<file path="config.mk">
export PLATFORM = sky130hd
export DESIGN_NAME = lamp_request_arbiter
export DESIGN_NICKNAME = d
export VERILOG_FILES = /design/src/rtl/lamp_request_arbiter.sv
export SDC_FILE = /design/constraint.sdc
export NUM_CORES = 1
export LEC_CHECK = 0
export CAP_MARGIN = 5
export CORE_ASPECT_RATIO = 0.7
export CORE_MARGIN = 4
export CORE_UTILIZATION = 45
export DETAILED_ROUTE_END_ITERATION = 10
export DONT_BUFFER_PORTS = 1
export GPL_TIMING_DRIVEN = 0
export PLACE_DENSITY = 0.62
export SLEW_MARGIN = 20
export SYNTH_ARGS = -nofsm -noshare
export SYNTH_HDL_FRONTEND = slang
export SYNTH_SLANG_ARGS = --single-unit
export TNS_END_PERCENT = 10
</file>
<file path="constraint.sdc">
create_clock -name clk -period 3.5 [get_ports clk]
set_clock_uncertainty 0.1 [all_clocks]
set_input_delay 0.35 -clock clk [delete_from_list [all_inputs] [get_ports clk]]
set_output_delay 0.35 -clock clk [all_outputs]
set_load 0.03 [all_outputs]
</file>
<file path="src/rtl/lamp_request_arbiter.sv">
// Round-robin arbiter sharing one lamp driver between NUM_REQ command sources,
// with a post-command hold-off window and an inactivity auto-off timer.
//
// state  | meaning
// IDLE   | arbitrating requesters, or launching an auto-off when the timer expires
// ISSUE  | lamp command presented on the valid/ready handshake
// HOLD   | hold-off after a completed command, no requests accepted
module lamp_request_arbiter #(
    parameter int NUM_REQ     = 4,
    parameter int HOLD_CYCLES = 8,
    parameter int TMR_W       = 16
) (
    input  logic                           clk,
    input  logic                           reset,
    input  logic [NUM_REQ-1:0]             req_valid,
    input  logic [NUM_REQ-1:0]             req_on,
    output logic [NUM_REQ-1:0]             req_ready,
    output logic                           lamp_cmd_valid,
    output logic                           lamp_cmd_on,
    input  logic                           lamp_cmd_ready,
    output logic                           lamp_on,
    output logic [$clog2(NUM_REQ+1)-1:0]   grant_id,
    input  logic [TMR_W-1:0]               auto_off_cycles,
    output logic                           busy
);

    localparam int PW = $clog2(NUM_REQ);
    localparam int GW = $clog2(NUM_REQ + 1);
    localparam int HW = (HOLD_CYCLES > 1) ? $clog2(HOLD_CYCLES) : 1;

    typedef enum logic [1:0] {S_IDLE, S_ISSUE, S_HOLD} state_t;

    state_t             state_q, state_d;
    logic [PW-1:0]      rr_ptr_q, rr_ptr_d;
    logic [HW-1:0]      hold_q, hold_d;
    logic [TMR_W-1:0]   timer_q, timer_d;
    logic               cmd_q, cmd_d;
    logic               valid_q, valid_d;
    logic               lamp_on_q, lamp_on_d;
    logic [GW-1:0]      grant_id_q, grant_id_d;
    logic [NUM_REQ-1:0] req_ready_q, req_ready_d;
    logic               busy_q, busy_d;

    logic               found;
    logic [PW-1:0]      winner;
    logic [PW-1:0]      cand;
    logic               expired;

    always_comb begin
        found  = 1'b0;
        winner = '0;
        cand   = '0;
        for (int k = 1; k <= NUM_REQ; k++) begin
            cand = PW'((int'(rr_ptr_q) + k) % NUM_REQ);
            if (!found && req_valid[cand]) begin
                found  = 1'b1;
                winner = cand;
            end
        end
    end

    assign expired = lamp_on_q && (timer_q == '0) && (auto_off_cycles != '0);

    always_comb begin
        state_d     = state_q;
        rr_ptr_d    = rr_ptr_q;
        hold_d      = hold_q;
        cmd_d       = cmd_q;
        valid_d     = valid_q;
        lamp_on_d   = lamp_on_q;
        grant_id_d  = grant_id_q;
        req_ready_d = '0;
        timer_d     = (lamp_on_q && timer_q != '0) ? timer_q - TMR_W'(1) : timer_q;

        case (state_q)
            S_IDLE: begin
                // The cycle carrying a ready pulse is the requester's accept cycle; its
                // valid is still high, so arbitration is skipped to avoid a double grant.
                if (req_ready_q == '0) begin
                    if (found) begin
                        req_ready_d = NUM_REQ'(1) << winner;
                        rr_ptr_d    = winner;
                        grant_id_d  = GW'(winner);
                        cmd_d       = req_on[winner];
                        timer_d     = req_on[winner] ? auto_off_cycles : '0;
                        if (req_on[winner] != lamp_on_q) begin
                            valid_d = 1'b1;
                            state_d = S_ISSUE;
                        end
                    end else if (expired) begin
                        cmd_d      = 1'b0;
                        grant_id_d = GW'(NUM_REQ);
                        valid_d    = 1'b1;
                        state_d    = S_ISSUE;
                    end
                end
            end
            S_ISSUE: begin
                if (lamp_cmd_ready) begin
                    lamp_on_d = cmd_q;
                    valid_d   = 1'b0;
                    hold_d    = HW'(HOLD_CYCLES - 1);
                    state_d   = S_HOLD;
                    if (!cmd_q) timer_d = '0;
                end
            end
            S_HOLD: begin
                if (hold_q == '0) state_d = S_IDLE;
                else              hold_d  = hold_q - HW'(1);
            end
            default: state_d = S_IDLE;
        endcase

        busy_d = (state_d != S_IDLE);
    end

    always_ff @(posedge clk or posedge reset) begin
        if (reset) begin
            state_q     <= S_IDLE;
            rr_ptr_q    <= PW'(NUM_REQ - 1);
            hold_q      <= '0;
            timer_q     <= '0;
            cmd_q       <= 1'b0;
            valid_q     <= 1'b0;
            lamp_on_q   <= 1'b0;
            grant_id_q  <= '0;
            req_ready_q <= '0;
            busy_q      <= 1'b0;
        end else begin
            state_q     <= state_d;
            rr_ptr_q    <= rr_ptr_d;
            hold_q      <= hold_d;
            timer_q     <= timer_d;
            cmd_q       <= cmd_d;
            valid_q     <= valid_d;
            lamp_on_q   <= lamp_on_d;
            grant_id_q  <= grant_id_d;
            req_ready_q <= req_ready_d;
            busy_q      <= busy_d;
        end
    end

    assign req_ready      = req_ready_q;
    assign lamp_cmd_valid = valid_q;
    assign lamp_cmd_on    = cmd_q;
    assign lamp_on        = lamp_on_q;
    assign grant_id       = grant_id_q;
    assign busy           = busy_q;

endmodule

</file>
Run 1, track usage over the die:
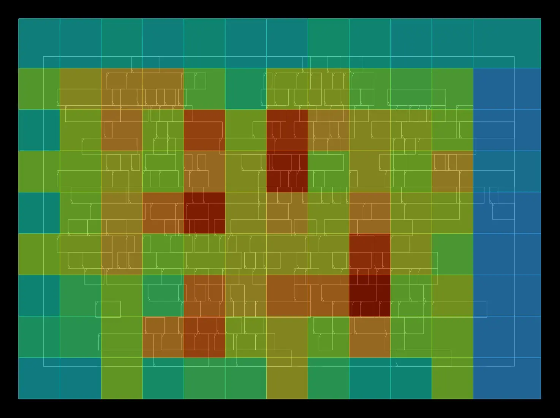
final core occ: 0.527
GR Util met3: 0.0612
GRT met2 Usage: 0.239

Run 1, sequential cells grouped by signal name:
Scale bar: 20 um. Other sequential cells in the stronger grey, the rest of the logic in the fainter grey.
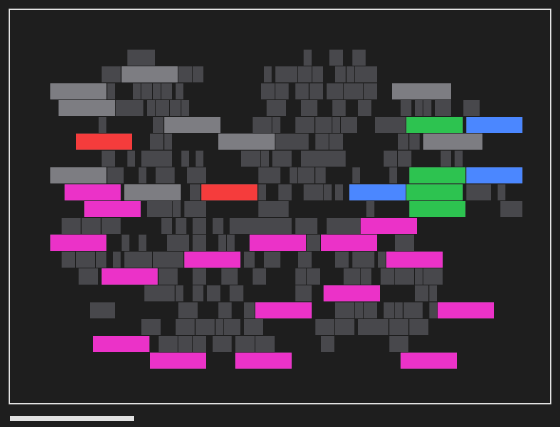
colour	netlist name	placed flops
blue	grant_id	3
green	req_ready	4
magenta	timer_q	16
red	state_q	2
Seq/total area: 0.398
sequential power: 0.818 mW
Flop area: 853 sq um

==> flow_summary.json, run 1 <==
{
  "ys_warn_count": 0,
  "cts_setup_buffers": 0,
  "clock.latency.late_pin_ns": 0.29,
  "warning_count": 27,
  "layout_top_cells": "dfrtp_1 (32), nor2_1 (15), o2bb2ai_1 (14)",
  "hold_viol": 0,
  "aoi_share": 0.218,
  "die_w_um": 87.2,
  "clock_sinks": 34,
  "yosys_cells": 200,
  "drt-total-wl_mm": 4.55,
  "yosys-top-cells-area": "dfrtp_1 (41%), o2bb2ai_1 (6.2%), nand2b_1 (2.8%)",
  "synthArstFlopShare": 1.00,
  "logic_family": "simple AND/OR/NAND/NOR gates",
  "drt_iter0_markers": 111,
  "grt_overflow": 0,
  "routabilityCongestion": 0.826,
  "grt_setup_unrepaired": "false",
  "yosysSeqAreaShare": 0.432,
  "met1_usage": 0.265,
  "cp_max_fo": 4,
  "final_nets": 238,
  "lay_top_count": "dfrtp_1",
  "fmax_ghz": 0.359,
  "top_area_frac": 0.405,
  "clock_path_buffers": 2,
  "hold_ws_ns": 0.0713,
  "synthMuxAreaShare": 0.0158,
  "initial_core_util": 0.486,
  "peakVddDrop_v": 0.000619,
  "die_h_um": 63.4,
  "reg2reg_slack_ns": 0.71,
  "drive_gt1_frac": 0.115,
  "globalRouteTotalUtil": 0.179,
  "postSynthAreaPerCell_sq_um": 9.88,
  "totalNegativeSetupSlack_ns": 0,
  "crit_arrival_ns": 2.91,
  "maxCapViolCount": 0,
  "hpwlAfterDp_mm": 3.46,
  "core_area_sq_mm": 0.00407,
  "fin_crit_sh": 0.796,
  "cp_slowest_cell": "nor4bb_1",
  "numCtsBuffers": 5,
  "ys_sh_simple": 0.226,
  "ys_types": 52,
  "ys_area_sq_mm": 0.00198,
  "cp-end-kind": "flop",
  "worstMarginPinSlew_ns": 0.764,
  "edf_count": 0,
  "drv_slew": 0,
  "numSynthFlops": 34,
  "cts_tree": "built",
  "syn-cell-area_sq_mm": 0.00198,
  "final-setup-viol-count": 0,
  "synth-main-ff-cell": "dfrtp_1",
  "htreeDepth": 2,
  "critPathRequiredTime_ns": 3.62,
  "first_global_vias": 1526,
  "grt_pass1_wl_mm": 7.66,
  "grt.busiest_layer": "met1",
  "post_drt_wl_per_cell_um": 17.4,
  "via_count": 1568,
  "drtAntennaViolNets": 0,
  "grt_start_max_net_pins": 35,
  "area_delta_synth_final_pct": 8.42,
  "p_leak_nw": 0.918,
  "min_period_ns": 2.79,
  "routed_via_density": 6.01,
  "power.density_mw_per_mm2": 1040,
  "cp_slowest_stage_delay_ns": 0.69,
  "num_rows": 19,
  "fill_cells": 373,
  "ys_sh_xor": 0.0488,
  "firstDrtPassIters": 4,
  "antenna_found_initial": 0,
  "path_class": "flop to flop",
  "crit_path_cell_trace": "inv_1 > ha_1 > nor4bb_1 > nor4b_1 > and4b_1 > nor2_1 > a2111oi_2 > a211o_1",
  "start_kind": "flop",
  "synthCells": 200,
  "adder_share": 0.0190,
  "slew_headroom": 0.483,
  "drc": 0,
  "outcome": "completed",
  "chip_area_sq_mm": 0.00553,
  "hp-class": "input pin to flop",
  "num_antenna_cells": 0,
  "fp_nets": 230,
  "path_clk_slew_ns": 0.07,
  "top_area_cell": "dfrtp_1",
  "root_buffer": "clkbuf_8"
}
Run 1, port wiring:
Scale bar: 20 um.
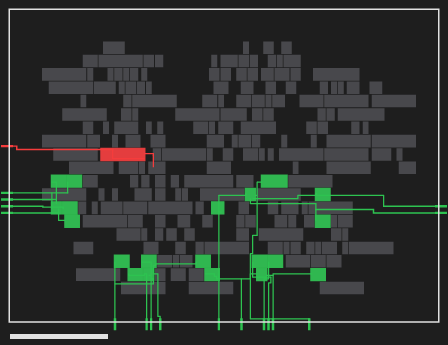
colour	port	bits	direction	edge	end cells	wire
green	auto_off_cycles	16	input	10 bottom, 4 left, 2 right	20	352 um
red	lamp_on	1	output	left	1	34.0 um
number of buffers added on ports: 0
# IOs: 38

## run 1: power breakdown
part	internal [mW]	switching, mW
clock	0.159	0.144
sequential	0.576	0.241
combinational	0.460	0.647
total	1.19	1.03
## run 1: layout make-up
type	count	area, sq um	area share
buffer	7	37.5	0.0175
clock inverter	1	5.00	0.00234
timing repair buffer	1	10.0	0.00467
multi-input combinational	148	1040	0.487
clock buffer	7	86.3	0.0403
inverter	11	41.3	0.0193
sequential	34	853	0.398
tap	52	65.1	0.0304
## run 1: metal layers
metal / part of all wire / vias up / wire [um]
met3: 0.090 / 7 / 409
met1: 0.49 / 759 / 2220
li1: - / 755 / -
met4: 0.015 / 0 / 69
met5: 0 / - / 0
met2: 0.41 / 47 / 1840
## run 1: state kept, by name, indices dropped and copies added (netlist names)
name / count
timer_q: 16
req_ready: 4
grant_id: 3
hold_q: 3
rr_ptr_q: 2
state_q: 2
busy: 1
lamp_cmd_on: 1
lamp_cmd_valid: 1
lamp_on: 1
## run 1: worst max-delay path, delay by kind of cell (launching register included)
family / cells / cell delay (ns)
compound gates: 2 / 0.62
fa+ha+maj: 1 / 0.19
buf+inv: 1 / 0.09
flops: 1 / 0.38
simple gates: 4 / 1.34
## run 1: stage by stage
stage / power [mW] / area [sq um] / setup slack, ns / instances
3_3_place_gp: 1.88 / 2040 / 0.786 / 252
3_5_place_dp: 1.92 / 2040 / 0.738 / 252
2_1_floorplan: 1.67 / 1980 / 1.15 / 200
4_1_cts: 2.24 / 2140 / 0.703 / 261
5_1_grt: 2.42 / 2140 / 0.489 / 261
6_report: 2.23 / 2140 / 0.714 / 261
## run 1: cells by family (layout without fill, tap and decap cells)
group	count (synthesis)	after routing
flip-flops	34	34
AND/OR/NAND/NOR	80	80
XOR/XNOR	11	11
adder cells (fa/ha/maj)	3	3
buffers and inverters	18	27
multiplexers	3	3
AND-OR/OR-AND	51	51
## run 1: cells in the mapped netlist (2+ instances only)
library cell / count
nand2_1: 13
dfstp_2: 2
dfrtp_1: 32
buf_2: 3
o2bb2ai_1: 14
mux2i_1: 2
nor3_1: 6
a21o_1: 6
o21ai_0: 5
xnor2_1: 5
clkbuf_1: 3
nor4b_1: 2
or3_1: 4
xor2_1: 6
and3_1: 6
nand2b_1: 9
a21oi_1: 7
nor2b_1: 4
nor2_1: 15
inv_1: 11
nor4_1: 8
nand4_1: 4
ha_1: 3
nand3b_1: 2
## run 1: final timing paths
kind | end | from | cells past startpoint
min reg2reg | rr_ptr_q[0]$_DFFE_PP1P_ | rr_ptr_q[0]$_DFFE_PP1P_ | 2
min | timer_q[3]$_DFF_PP0_ | auto_off_cycles[3] | 1
max reg2reg | busy$_DFF_PP0_ | timer_q[0]$_DFF_PP0_ | 8
max in group asynchronous | lamp_cmd_on$_DFFE_PP0P_ | reset | 2
min in group asynchronous | timer_q[3]$_DFF_PP0_ | reset | 2
max | busy$_DFF_PP0_ | timer_q[0]$_DFF_PP0_ | 8
## run 1: what timing repair did
action,4_1_cts,5_1_grt
hold buffers,1,0
endpoints found under the setup margin,0,0
resized,0,0
endpoints found under the hold margin,32,0
Run 1, logic cells by family:
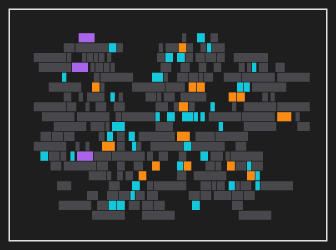

==> run 2, diff against run 1 <==
PLACE_DENSITY = 0.64   (was 0.62)
clock period = 2.3 ns   (was 3.5 ns; I/O delays follow)
Run 2, logic cells by family:
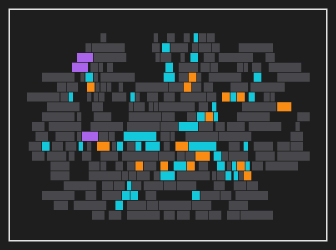
colour	family	cells
cyan	nor cells	36
purple	fa/ha/maj cells	3
orange	and/or cells	15
final cell count without fillers: 284
most frequent logic cell in the layout: dfrtp_1
combinational share of cell area: 0.474

==> run 2 against run 1 <==
Against the previous run:
- the flow now finishes with violations (negative setup slack)
- hold slack barely moved
- via count rose by 9.4%
- area after synthesis did not move
- power rose by 80%
- clock power rose by 44%
- register-to-register slack got worse by 0.84 ns
- sequential power rose by 55%
- first-iteration DRC count rose by 13%
- non-clock buffer count rose by 23
==> flow_summary.json, run 2 <==
{
  "first_global_vias": 1744,
  "post_drt_wl_per_cell_um": 18.3,
  "grt_pass1_wl_mm": 8.38,
  "numCtsBuffers": 5,
  "clock.latency.late_pin_ns": 0.28,
  "yosys-top-cells-area": "dfrtp_1 (41%), o2bb2ai_1 (6.2%), nand2b_1 (2.8%)",
  "num_antenna_cells": 0,
  "wl_met3_um": 457,
  "fill_cells": 340,
  "wl_met2_mm": 2.34,
  "top_area_frac": 0.405,
  "yosys_cells": 200,
  "crit_arrival_ns": 2.54,
  "warning_count": 30,
  "grt_overflow": 0,
  "htreeDepth": 2,
  "chip_area_sq_mm": 0.00553,
  "synthArstFlopShare": 1.00,
  "numSynthFlops": 34,
  "yosysSeqAreaShare": 0.432,
  "firstDrtPassIters": 4,
  "synth-main-ff-cell": "dfrtp_1",
  "path_class": "flop to flop",
  "crit_top_cell": "or4_4",
  "drive_gt1_frac": 0.250,
  "drv_slew": 0,
  "hp-class": "input pin to flop",
  "final-setup-viol-count": 20,
  "drt-total-wl_mm": 5.21,
  "layout_top_cells": "dfrtp_1 (29), dlygate4sd3_1 (17), nand2_1 (13)",
  "met1_length_mm": 2.37,
  "drtAntennaViolNets": 0,
  "globalRouteTotalUtil": 0.193,
  "power.density_mw_per_mm2": 1570,
  "top_area_cell": "dfrtp_1",
  "slew_headroom": 0.311,
  "grt_setup_unrepaired": "true",
  "grt_start_max_net_pins": 35,
  "routabilityCongestion": 0.849,
  "die_w_um": 87.2,
  "hold_ws_ns": 0.0709,
  "critPathRequiredTime_ns": 2.41,
  "fp_nets": 230,
  "cp_slowest_cell": "or4_4",
  "worstMarginPinSlew_ns": 1.02,
  "fmax_ghz": 0.412,
  "outcome": "complete, but fails checks",
  "postSynthAreaPerCell_sq_um": 9.88,
  "port_buffers": 0,
  "ys_area_sq_mm": 0.00198,
  "layout_setup_ws_ns": -0.130,
  "drt_iter0_markers": 125,
  "final_nets": 261,
  "common_cells": "dfrtp_1 (32), nor2_1 (15), o2bb2ai_1 (14), nand2_1 (13), inv_1 (11)",
  "p_leak_nw": 1.06,
  "initial_core_util": 0.486,
  "p_total_mw": 4.00,
  "fin_crit_sh": 1.06,
  "crit_path_cell_trace": "or4_4 > or4_4 > a211oi_4 > buf_6 > buf_8 > o2bb2ai_2",
  "peakVddDrop_v": 0.000806,
  "ys_warn_count": 0,
  "syn-cell-area_sq_mm": 0.00198,
  "yosysMostFrequentCell": "dfrtp_1",
  "hold_viol": 0,
  "start_kind": "flop",
  "cp-end-kind": "flop",
  "critPathBufInv": 2,
  "core_area_sq_mm": 0.00407,
  "clock_path_buffers": 2,
  "top_layer": "met4",
  "synthCells": 200,
  "io-pin-count": 38,
  "via_count": 1716,
  "min_period_ns": 2.43,
  "routed_via_density": 6.04,
  "die_h_um": 63.4,
  "edf_count": 0,
  "top_register": "timer_q",
  "drc": 0,
  "cp_max_fo": 5,
  "largest_reg_flops": 16,
  "clock_sinks": 34,
  "violations": "negative setup slack",
  "hpwlAfterDp_mm": 3.59,
  "ys_types": 52,
  "antenna_found_initial": 0,
  "num_rows": 19
}
-- run 2: netlist changes by cell type in the layout (fill, tap and decap cells not counted), sizes merged --
cell,previous run,this run
clkinv,1,2
buf,4,10
dlygate4sd3,1,17
-- run 2: report_power, final --
| part | internal, mW | switching [mW] | leakage (nW) | total [mW] |
|---|---|---|---|---|
| Combinational | 1.06 | 1.23 | 0.597 | 2.29 |
| Sequential | 0.882 | 0.393 | 0.418 | 1.27 |
| Clock | 0.210 | 0.227 | 0.0450 | 0.437 |
-- run 2: area by class of cell --
cell class                 count  area, sq um  share of cell area
buffer                         6         42.5              0.0167
multi-input combinational    148         1200               0.474
sequential                    34          857               0.337
clock inverter                 2         10.0             0.00394
inverter                      11         41.3              0.0162
clock buffer                   6         72.6              0.0285
tap                           52         65.1              0.0256
timing repair buffer          25          249              0.0979
-- run 2: through the flow --
step / setup TNS [ns] / cells / area, sq um / setup slack (ns) / utilization
2_1_floorplan: -0.535 / 200 / 1980 / -0.0550 / -
3_3_place_gp: -5.12 / 252 / 2040 / -0.404 / 0.502
3_5_place_dp: -5.63 / 252 / 2040 / -0.397 / 0.502
4_1_cts: -1.72 / 283 / 2440 / -0.101 / 0.601
5_1_grt: -2.82 / 284 / 2540 / -0.162 / 0.625
6_report: -1.95 / 284 / 2540 / -0.130 / 0.625
-- run 2: worst paths after layout --
| check | start | endpoint | slack, ns | cells after the start |
|---|---|---|---|---|
| worst max-delay path | req_ready[1]$_DFF_PP0_ | timer_q[13]$_DFF_PP0_ | -0.13 | 6 |
| worst min-delay path | lamp_cmd_ready | state_q[0]$_DFF_PP0_ | 0.07 | 2 |
| worst max register to register | req_ready[1]$_DFF_PP0_ | timer_q[13]$_DFF_PP0_ | -0.13 | 6 |
| worst min register to register | rr_ptr_q[0]$_DFFE_PP1P_ | rr_ptr_q[0]$_DFFE_PP1P_ | 0.40 | 2 |
| max in group asynchronous | reset | lamp_on$_DFFE_PP0P_ | 1.19 | 2 |
| min in group asynchronous | reset | req_ready[3]$_DFF_PP0_ | 0.41 | 2 |
-- run 2: timing repair --
item / 4_1_cts / 5_1_grt
hold buffers: 17 / 0
setup endpoints to repair: 22 / 22
resized: 24 / 21
gates cloned: 1 / 0
setup buffers: 5 / 2
pin swaps: 2 / 7
hold endpoints to repair: 48 / 0
-- run 2: logic make-up after synthesis --
logic type,after synthesis,share of synthesized area
buffers and inverters,18,0.0399
adder cells (fa/ha/maj),3,0.0190
AND/OR/NAND/NOR,80,0.226
AND-OR/OR-AND,51,0.219
flip-flops,34,0.432
XOR/XNOR,11,0.0488
multiplexers,3,0.0158
-- run 2: routing by layer --
layer,vias to the layer above,GRT usage
li1,802,-
met1,847,0.282
met2,60,0.282
met3,7,0.0586
met4,0,0.0402
met5,-,0
Run 2, track usage over the die:
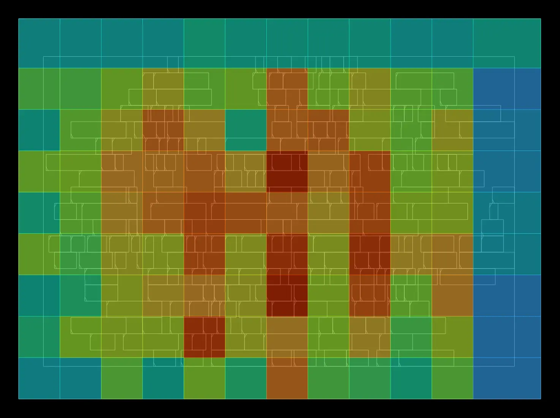

==> run 3, diff against run 2 <==
CTS_BUF_LIST = sky130_fd_sc_hd__clkbuf_4 sky130_fd_sc_hd__clkbuf_8   (was unset)
DONT_BUFFER_PORTS = unset   (was 1)
PLACE_DENSITY = 0.76   (was 0.64)
Run 3, track usage over the die:
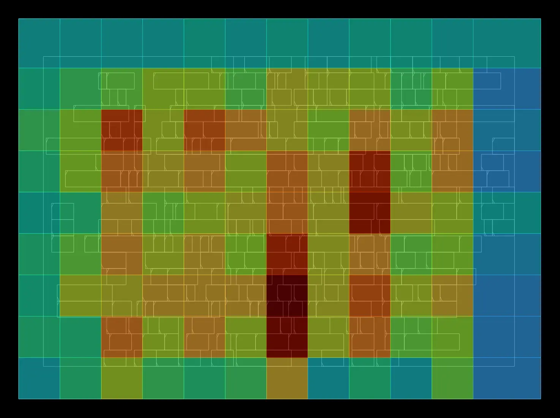
All-Layer GR Usage: 0.183
met1 Use GR: 0.261
most crowded layer after global routing: met2

==> run 3 against run 2 <==
Against the previous run:
- the flow now finishes without violations
- fmax increased by 7.4%
- synthesized cell count did not move
- sequential share of layout area down 2.9 points
- die size is the same
- critical endpoint is now state_q[0]$_DFF_PP0_
- largest cell class unchanged
- highest routed layer unchanged
==> flow_summary.json, run 3 <==
{
  "clock_path_buffers": 2,
  "clock_sinks": 34,
  "slew_headroom": 0.524,
  "drt_iter0_markers": 89,
  "lay_top_count": "clkdlybuf4s50_1",
  "comb_area_sq_mm": 0.00120,
  "maxCapViolCount": 0,
  "drtAntennaViolNets": 0,
  "htreeDepth": 2,
  "synth-main-ff-cell": "dfrtp_1",
  "seq_area_sq_um": 853,
  "grt_pass1_wl_mm": 7.94,
  "ctsHoldBuffers": 0,
  "ys_area_sq_mm": 0.00198,
  "io-pin-count": 38,
  "peakVddDrop_v": 0.000886,
  "outcome": "completed",
  "cp_max_fo": 4,
  "via_count": 1787,
  "cts_tree": "built",
  "ys_warn_count": 0,
  "cp_slowest_stage_delay_ns": 0.38,
  "synthArstFlopShare": 1.00,
  "hpwlAfterDp_mm": 3.49,
  "layout_top_cells": "clkdlybuf4s50_1 (35), dfrtp_1 (32), o2bb2ai_1 (14)",
  "area_delta_synth_final_pct": 40.3,
  "yosysSeqAreaShare": 0.432,
  "worstMarginPinSlew_ns": 0.714,
  "crit_arrival_ns": 2.38,
  "routed_via_density": 5.84,
  "firstDrtPassIters": 4,
  "antenna_found_initial": 0,
  "num_antenna_cells": 0,
  "grt_overflow": 0,
  "warning_count": 29,
  "cp_slowest_cell": "dfrtp_1",
  "num_rows": 19,
  "top_area_frac": 0.405,
  "fin_crit_sh": 0.984,
  "totalNegativeSetupSlack_ns": 0,
  "syn-cell-area_sq_mm": 0.00198,
  "grt_start_max_net_pins": 35,
  "hold_viol": 0,
  "place_area_sq_mm": 0.00241,
  "start_kind": "flop",
  "path_clk_slew_ns": 0.07,
  "critPathRequiredTime_ns": 2.42,
  "drv_slew": 0,
  "hp-class": "input pin to async pin",
  "fill_cells": 302,
  "top_area_cell": "dfrtp_1",
  "edf_count": 0,
  "ys_types": 52,
  "yosys_cells": 200,
  "path_class": "flop to flop",
  "clock.latency.late_pin_ns": 0.28,
  "post_drt_wl_per_cell_um": 16.5,
  "final-setup-viol-count": 0,
  "yosysMostFrequentCell": "dfrtp_1",
  "p_leak_nw": 1.16,
  "crit_path_cell_trace": "inv_1 > ha_4 > nor4bb_4 > nor4b_2 > and4b_1 > nor2_2 > a2111oi_4 > a31o_2",
  "drive_gt1_frac": 0.213,
  "final_nets": 283,
  "p_total_mw": 4.14,
  "drc": 0,
  "die_w_um": 87.2,
  "core_area_sq_mm": 0.00407,
  "yosys-top-cells-area": "dfrtp_1 (41%), o2bb2ai_1 (6.2%), nand2b_1 (2.8%)",
  "min_period_ns": 2.26,
  "routabilityCongestion": 0.838,
  "largest_reg_flops": 16,
  "drt-total-wl_mm": 5.05,
  "power.density_mw_per_mm2": 1490,
  "top_register": "timer_q",
  "chip_area_sq_mm": 0.00553,
  "common_cells": "dfrtp_1 (32), nor2_1 (15), o2bb2ai_1 (14), nand2_1 (13), inv_1 (11)",
  "fp_nets": 230,
  "die_h_um": 63.4,
  "port_buffers": 37,
  "cp-end-kind": "flop",
  "synthCells": 200,
  "initial_core_util": 0.486,
  "numSynthFlops": 34,
  "numCtsBuffers": 5,
  "fmax_ghz": 0.442,
  "final_cell_area_sq_mm": 0.00277,
  "postSynthAreaPerCell_sq_um": 9.88,
  "root_buffer": "clkbuf_8",
  "first_global_vias": 1675
}
## run 3: routing by layer
| metal | up-vias | wire length (um) | track usage |
|---|---|---|---|
| li1 | 847 | - | - |
| met1 | 885 | 2420 | 0.261 |
| met2 | 49 | 2310 | 0.269 |
| met3 | 6 | 272 | 0.0521 |
| met4 | 0 | 47 | 0.0536 |
| met5 | - | 0 | 0 |
## run 3: what timing repair did
action	in CTS	in global routing
setup buffers	3	6
gates cloned	1	0
endpoints found under the setup margin	15	19
endpoints found under the hold margin	0	0
pin swaps	2	7
resized	17	24
## run 3: cell type report
type / count / share of cell area
flip-flops and latches: 34 / 0.308
well taps: 52 / 0.0235
plain buffers: 6 / 0.0140
repair buffers: 47 / 0.167
multi-input cells: 148 / 0.434
clock buffers: 8 / 0.0397
inverters: 11 / 0.0149
## run 3: through the flow
stage / std cells / util / hold slack (ns) / worst slack (ns)
2_1_floorplan: 200 / - / 0.243 / -0.0550
3_3_place_gp: 289 / 0.593 / 0.361 / -0.371
3_5_place_dp: 289 / 0.593 / 0.372 / -0.382
4_1_cts: 301 / 0.645 / 0.314 / -0.00919
5_1_grt: 306 / 0.682 / 0.350 / -0.0776
6_report: 306 / 0.682 / 0.293 / 0.0367
## run 3: logic make-up after synthesis
family | synth area share
xor+xnor | 0.0488
simple gates | 0.226
flops | 0.432
compound gates | 0.219
buf+inv | 0.0399
fa+ha+maj | 0.0190
mux | 0.0158
## run 3: critical path, delay by kind of cell (launching register included)
family	cells	cell delay, ns
simple gates	4	0.92
compound gates	2	0.52
flops	1	0.38
fa+ha+maj	1	0.15
buf+inv	1	0.12
## run 3: worst paths after layout
| path | depth (start not counted) | from | to | slack [ns] |
|---|---|---|---|---|
| min in group clk | 2 | grant_id[0]$_DFFE_PP0P_ | grant_id[0]$_DFFE_PP0P_ | 0.38 |
| setup / recovery | 8 | timer_q[0]$_DFF_PP0_ | state_q[0]$_DFF_PP0_ | 0.04 |
| hold / removal | 2 | reset | timer_q[8]$_DFF_PP0_ | 0.29 |
| hold reg to reg | 2 | grant_id[0]$_DFFE_PP0P_ | grant_id[0]$_DFFE_PP0P_ | 0.38 |
| max in group asynchronous | 2 | reset | req_ready[1]$_DFF_PP0_ | 1.35 |
| setup reg to reg | 8 | timer_q[0]$_DFF_PP0_ | state_q[0]$_DFF_PP0_ | 0.04 |
## run 3: report_power, final
group	switching, mW	total, mW	leakage (nW)	internal (mW)
sequential	0.212	1.09	0.423	0.879
clock	0.210	0.512	0.0575	0.302
combinational	1.38	2.54	0.677	1.16
Power figures rest on the tool's default switching activity, not on a simulated workload.
